`src/rtl/int8_mac_instr_pkg.sv`:
```
// Shared constants for the int8 MAC instruction path.
// Default sizing of the result buffer between the MAC wrapper and the CVXIF result port.
package int8_mac_instr_pkg;

    localparam int unsigned RESULT_BUF_DEPTH      = 4;
    localparam int unsigned RESULT_BUF_DROP_CNT_W = 8;

endpackage

```
`src/rtl/int8_mac_result_fifo.sv`:
```
// Generic synchronous FIFO: circular buffer with a separate occupancy count.
// Head data reads as zero when empty; flush clears pointers and count.
module int8_mac_result_fifo
    import int8_mac_instr_pkg::*;
#(
    parameter int unsigned DEPTH = RESULT_BUF_DEPTH,
    parameter type entry_t = logic [7:0],
    localparam int unsigned PTR_W = $clog2(DEPTH),
    localparam int unsigned CNT_W = PTR_W + 1
) (
    input  logic             clk_i,
    input  logic             rst_ni,
    input  logic             flush_i,
    input  logic             push_i,
    input  entry_t           data_i,
    input  logic             pop_i,
    output entry_t           data_o,
    output logic             full_o,
    output logic             empty_o,
    output logic [CNT_W-1:0] count_o
);

    entry_t             mem [DEPTH];
    logic [PTR_W-1:0]   wr_ptr;
    logic [PTR_W-1:0]   rd_ptr;
    logic [CNT_W-1:0]   count;
    logic               push_ok;
    logic               pop_ok;

    assign full_o  = (count == CNT_W'(DEPTH));
    assign empty_o = (count == '0);
    assign push_ok = push_i && !full_o;
    assign pop_ok  = pop_i && !empty_o;
    assign count_o = count;
    assign data_o  = empty_o ? '0 : mem[rd_ptr];

    always_ff @(posedge clk_i or negedge rst_ni) begin
        if (!rst_ni) begin
            wr_ptr <= '0;
            rd_ptr <= '0;
            count  <= '0;
        end else if (flush_i) begin
            wr_ptr <= '0;
            rd_ptr <= '0;
            count  <= '0;
        end else begin
            if (push_ok) wr_ptr <= wr_ptr + 1'b1;
            if (pop_ok)  rd_ptr <= rd_ptr + 1'b1;
            if (push_ok && !pop_ok) begin
                count <= count + 1'b1;
            end else if (pop_ok && !push_ok) begin
                count <= count - 1'b1;
            end
        end
    end

    // Storage needs no reset: entries are only visible while counted as occupied.
    always_ff @(posedge clk_i) begin
        if (push_ok && !flush_i) begin
            mem[wr_ptr] <= data_i;
        end
    end

endmodule

```
`src/rtl/int8_mac_result_buffer.sv`:
```
// Queues single-cycle MAC result pulses and presents them on the CVXIF result
// handshake; counts results lost to a full queue and remembers overflows.
module int8_mac_result_buffer
    import int8_mac_instr_pkg::*;
#(
    parameter int unsigned XLEN       = 32,
    parameter int unsigned DEPTH      = RESULT_BUF_DEPTH,
    parameter type         hartid_t   = logic,
    parameter type         id_t       = logic,
    parameter int unsigned DROP_CNT_W = RESULT_BUF_DROP_CNT_W
) (
    input  logic                       clk_i,
    input  logic                       rst_ni,
    input  logic                       flush_i,
    input  logic                       in_valid_i,
    input  logic [XLEN-1:0]            in_result_i,
    input  logic                       in_we_i,
    input  logic [4:0]                 in_rd_addr_i,
    input  hartid_t                    in_hartid_i,
    input  id_t                        in_id_i,
    input  logic                       in_overflow_i,
    output logic                       in_ready_o,
    output logic                       result_valid_o,
    input  logic                       result_ready_i,
    output logic [XLEN-1:0]            result_data_o,
    output logic                       result_we_o,
    output logic [4:0]                 result_rd_o,
    output hartid_t                    result_hartid_o,
    output id_t                        result_id_o,
    output logic                       result_ovf_o,
    output logic [$clog2(DEPTH):0]     count_o,
    output logic                       ovf_sticky_o,
    input  logic                       ovf_clr_i,
    output logic [DROP_CNT_W-1:0]      drop_cnt_o
);

    typedef struct packed {
        logic [XLEN-1:0] result;
        logic            we;
        logic [4:0]      rd;
        hartid_t         hartid;
        id_t             id;
        logic            ovf;
    } entry_t;

    entry_t              wr_entry;
    entry_t              head;
    logic                full;
    logic                empty;
    logic                push;
    logic                pop;
    logic [DROP_CNT_W-1:0] drop_cnt;
    logic                ovf_sticky;

    assign wr_entry = '{
        result: in_result_i,
        we:     in_we_i,
        rd:     in_rd_addr_i,
        hartid: in_hartid_i,
        id:     in_id_i,
        ovf:    in_overflow_i
    };

    // No pass-through when full: in_ready_o depends only on registered occupancy.
    assign in_ready_o     = !full;
    assign push           = in_valid_i && in_ready_o;
    assign result_valid_o = !empty;
    assign pop            = result_valid_o && result_ready_i;

    int8_mac_result_fifo #(
        .DEPTH   (DEPTH),
        .entry_t (entry_t)
    ) u_fifo (
        .clk_i   (clk_i),
        .rst_ni  (rst_ni),
        .flush_i (flush_i),
        .push_i  (push),
        .data_i  (wr_entry),
        .pop_i   (pop),
        .data_o  (head),
        .full_o  (full),
        .empty_o (empty),
        .count_o (count_o)
    );

    assign result_data_o   = head.result;
    assign result_we_o     = head.we;
    assign result_rd_o     = head.rd;
    assign result_hartid_o = head.hartid;
    assign result_id_o     = head.id;
    assign result_ovf_o    = head.ovf;

    // A flush swallows same-cycle input silently; it is not a drop.
    always_ff @(posedge clk_i or negedge rst_ni) begin
        if (!rst_ni) begin
            drop_cnt   <= '0;
            ovf_sticky <= 1'b0;
        end else begin
            if (in_valid_i && !in_ready_o && !flush_i && (drop_cnt != '1)) begin
                drop_cnt <= drop_cnt + 1'b1;
            end
            if (push && !flush_i && in_overflow_i) begin
                ovf_sticky <= 1'b1;
            end else if (ovf_clr_i) begin
                ovf_sticky <= 1'b0;
            end
        end
    end

    assign drop_cnt_o   = drop_cnt;
    assign ovf_sticky_o = ovf_sticky;

endmodule
```
`config.mk`:
```
export PLATFORM = sky130hd
export DESIGN_NAME = int8_mac_result_buffer
export DESIGN_NICKNAME = d
export VERILOG_FILES = /design/src/rtl/int8_mac_instr_pkg.sv /design/src/rtl/int8_mac_result_fifo.sv /design/src/rtl/int8_mac_result_buffer.sv
export SDC_FILE = /design/constraint.sdc
export NUM_CORES = 1
export LEC_CHECK = 0
export CAP_MARGIN = 20
export CORE_AREA = 8 8 155 143
export DETAILED_ROUTE_END_ITERATION = 8
export DIE_AREA = 0 0 163 151
export PLACE_DENSITY = 0.57
export SLEW_MARGIN = 0
export SYNTH_ARGS = -nofsm -noshare
export SYNTH_HDL_FRONTEND = slang
export SYNTH_SLANG_ARGS = --single-unit
```
`constraint.sdc`:
```
create_clock -name clk_i -period 3.2 [get_ports clk_i]
set_clock_uncertainty 0.1 [all_clocks]
set_input_delay 0.64 -clock clk_i [delete_from_list [all_inputs] [get_ports clk_i]]
set_output_delay 0.64 -clock clk_i [all_outputs]
set_load 0.01 [all_outputs]
```
Figure 1. Signal wires by layer.
(1.5 px per um)
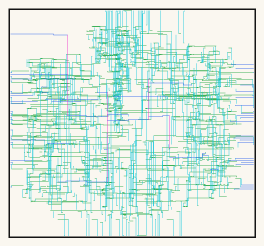
- M2: cyan (wire length 7240 um)
- M3: blue (wire length 761 um)
- M1: green (wire length 6230 um)
- M4: magenta (wire length 163 um)
overall fraction of global-route tracks in use: 0.122
number of vias in the routed layout: 3576
Avg WL per Cell: 19.3 um
total wire length: 14400 um

Figure 2. Cell classes on the final placement.
(1.5 px per um)
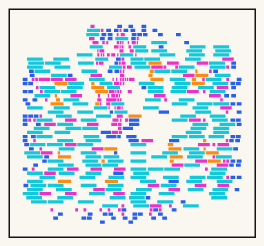
- remaining logic cells: magenta (cells 162; share of their area 19%)
- remaining buffers and delay cells: blue (cells 116; share of their area 14%)
- clock drivers and dummy loads: orange (cells 31; share of their area 6.0%)
- registers: cyan (cells 180; share of their area 60%)
core area: 19500 um2
# rows: 49
final standard cell area without fillers: 9150 um2
sequential share of cell area: 0.583

Figure 3. Pin placement.
(2 px per um) Pins as bars across the die edge, other pins in gray.
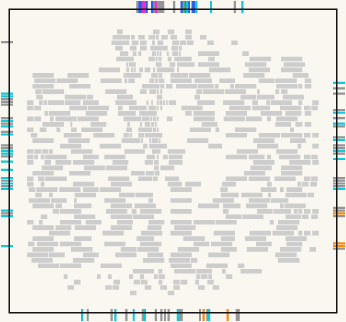
- result_rd_o: orange (pins 5; direction output; edge 3 east, 2 south)
- in_result_i: cyan (pins 32; direction input; edge 15 west, 7 east, 6 south, 4 north)
- count_o: magenta (pins 3; direction output; edge north)
- drop_cnt_o: blue (pins 8; direction output; edge north)
- rst_ni: green (pins 1; direction input; edge north)
vertical extent of the die: 151 um
horizontal die dimension: 163 um
number of buffers inserted by port buffering: 101

==> run notes <==
This note records the results obtained with Yosys and OpenROAD.

Setup path
The cell with the largest stage delay on the worst path is mux4_2. The critical path is of the register to output port type. The largest fanout on the critical path is 20.

The largest incremental delay on the critical path is about 0.55 ns. The data arrival time of the worst path is 2.34 ns. The critical path goes through buf_12 -> mux4_2 -> and2_1 -> clkdlybuf4s50_1. The worst setup path is launched from a register.

STA classifies the critical path endpoint as an output port. The critical path endpoint has a required time of 2.46 ns. The buffers plus inverters on the worst setup path is 2. The timing report attributes the biggest portion of critical-path delay to buffers and inverters.

STA
The slew of the pin with the lowest slew margin is 0.737 ns. The fmax is about 320 MHz. For reference, the final report shows the hold violation count at 0. The accumulated negative setup slack is 0 ns. The final count of pins violating max slew is 0. Setup repair after global routing left no endpoint under its margin. The worst path needs just over 3 ns of the cycle, external delays included. Of the available clock period, the critical path in the final layout requires 0.964.

The worst relative slew slack is 0.507. Endpoints with negative setup slack in the final report add up to 0.

CTS
The master cell of the clock root buffer is clkbuf_16. TritonCTS built the clock tree. The clock transition at the register clock pins on the worst setup and hold paths after CTS is around 0.07 ns. The latest clock arrival within the worst-skew pair is about 0.42 ns. The depth of the CTS H-tree is 4. The tree built by TritonCTS fans out to ~180 sinks. CTS added clock buffers totalling 17. The post-cts hold-fix buffer tally is 0. The clock passes through at most 2 buffers.

Power
The power report puts the leakage power at ~3.0 nW. The script computed a power per unit cell area of just under 800 nW/um2. In this run the VDD rail shows a maximum IR drop of 0.416 mV.

GRT
The via count of the first global-routing pass is between 3k and 4k. The remaining global-route overflow is 0. The largest net degree at the start of global routing is 37.

The initial antenna violation count is 0. The first-pass GRT wire length is 22300 um.

Synthesis
Summing all multiplexer cells gives an area fraction of 0.139. The synthesized netlist handed to floorplanning was reported with a cell count of roughly 360. The post-synthesis adder-cell area fraction is 0.0116. The share of synthesized cell area in and, or, nand and nor gates is 0.0638. The mapped cell area is approximately 7000 um2. The synthesized flop and latch total is around 180. Per the synthesis report, the XOR/XNOR share of the synthesized area is 0.0111. Per the Yosys statistics, synthesis produced 359 cells. The netlist uses 30 different library cells. Yosys printed 0 warnings. The register share after synthesis is 0.751.

The average instance area after synthesis is just under 20 um2. Of the total synthesized cell area, the portion taken by AND-OR and OR-AND cells is 0.00899. According to the Yosys statistics, the synthesized design has a chip area of ~7100 um2. Synthesis produced a netlist with a net count of just over 400. Among the non-sequential cells, multiplexers take the most area.

Cells and area
Summing all multi-input logic gate instances after layout gives between 1500 and 2000 um2. Per the final layout report, the fraction of cells sized above drive strength 1 comes to 0.198. The most used logic cell in the final layout is edfxtp_1.

Leaving out fill and tap cells, the most frequent cells in the layout are 164 x edfxtp_1, 101 x clkdlybuf4s50_1, 41 x mux4_2, 41 x and2_1, 17 x clkbuf_16. From synthesis to final layout, the design area changed by 29.0%. The sequential standard cell area is roughly 5300 um2.

The final antenna diode count is 0. The number of nets in the final layout is roughly 530. The filler cell count is between 1.5k and 2k.

Placement
The total cell area at the placement stage is 8600 um2. The last weighted congestion value of the routability-driven placer is between 0.7 and 0.8. The placed wire-length estimate is about 9000 um.

Drt
Nets still carrying antenna violations after routing amount to 0. The first-pass detailed-route iteration total is 7. Per the detail_route report, DRC violations left total 0. The average via count per standard cell is between 4 and 5. Per the log, the first TritonRoute iteration ended with a DRC count of between 200 and 300.

Die
The number of primary I/O pins is 102. The effective utilization at floorplan is 0.364. The overall die size recorded for this design is between 20000 and 25000 um2.

Run
Across all stage logs, warnings added up to 29. The run reported a max-capacitance violation count of 0.

Outcome
The flow ran to the end, and the final reports show no timing, DRC or antenna violations.

Min path
The kind of path behind the tightest hold check is register to register.
per-stage QoR:
stage	utilization	hold slack, ns	std cells	power, mW	setup slack, ns
after floorplan	-	0.244	359	4.10	0.452
after global placement	0.441	0.384	711	5.29	0.439
final	0.469	0.403	744	7.09	0.116
after global routing	0.469	0.416	744	7.47	0.00662
after detailed placement	0.441	0.385	711	5.31	0.442
after CTS	0.469	0.394	744	7.22	0.0608
worst reg2reg max path, stage by stage, from the launching register on:
cell       delay (ns)
dfrtp_1          0.44
or3_4            0.53
buf_12           0.21
a21oi_1          0.18
fa_1             0.25
nor2_1           0.06
mux2i_1          0.14
o22ai_1          0.08
a2111oi_0        0.42
worst paths after layout:
kind	slack [ns]	cells after the start	end	startpoint
min reg2reg	0.40	1	drop_cnt_o[7]	drop_cnt_o[7]
min in group asynchronous	0.55	1	drop_cnt_o[7]	rst_ni
min	0.40	1	drop_cnt_o[7]	drop_cnt_o[7]
max in group asynchronous	1.90	1	u_fifo.rd_ptr[0]	rst_ni
max reg2reg	0.68	8	u_fifo.count_o[2]	u_fifo.count_o[0]
max	0.12	4	result_data_o[29]	u_fifo.rd_ptr[0]
power by group:
| part | switching (mW) | total, mW | internal [mW] | leakage (nW) |
|---|---|---|---|---|
| Combinational | 1.01 | 2.36 | 1.35 | 1.07 |
| Clock | 0.877 | 1.87 | 0.996 | 0.255 |
| Sequential | 0.111 | 2.86 | 2.75 | 1.69 |
| Total | 2.00 | 7.09 | 5.09 | 3.01 |
repair_timing:
item,4_1_cts,5_1_grt
setup endpoints to repair,23,0
setup buffers,2,0
gates resized,1,0
area by class of cell:
type | count | area share
inverters | 9 | 0.00369
clock buffers | 17 | 0.0465
repair buffers | 116 | 0.138
well taps | 255 | 0.0349
multi-input cells | 153 | 0.183
flip-flops and latches | 180 | 0.583
clock inverters | 14 | 0.0115
state kept, by name (all words and copies together) (netlist names):
name            cells
u_fifo.mem        164
drop_cnt_o          8
u_fifo.count_o      3
u_fifo.rd_ptr       2
u_fifo.wr_ptr       2
ovf_sticky_o        1
synthesized netlist by cell type:
cell	number	area, um2
nor3_2	1	10.0
mux2i_1	3	30.0
or3_1	1	6.26
clkbuf_1	12	45.0
buf_2	4	20.0
inv_1	9	33.8
clkbuf_2	1	5.00
nor3_1	1	5.00
a211o_1	1	8.76
mux4_2	41	923
nand2_1	7	26.3
o21ai_0	1	5.00
and4_1	1	8.76
dfrtp_1	16	400
nor2_1	13	48.8
o22ai_1	1	6.26
ha_1	5	62.6
a2111oi_0	1	8.76
nand4_1	3	18.8
a21oi_1	7	35.0
and3_1	2	12.5
xor2_1	3	26.3
and2_1	45	282
edfxtp_1	164	4920
fa_1	1	20.0
mux2_2	3	33.8
nand3_1	4	20.0
nand2b_1	1	6.26
or3b_1	1	8.76
xnor2_1	6	52.6
metal layers:
| metal | vias up | part of all wire | GRT usage |
|---|---|---|---|
| met4 | 0 | 0.011 | 0.0440 |
| li1 | 1639 | - | - |
| met2 | 88 | 0.50 | 0.204 |
| met1 | 1837 | 0.43 | 0.148 |
| met5 | - | 0 | 0 |
| met3 | 12 | 0.053 | 0.0378 |
Power and IR drop assume default switching activity.
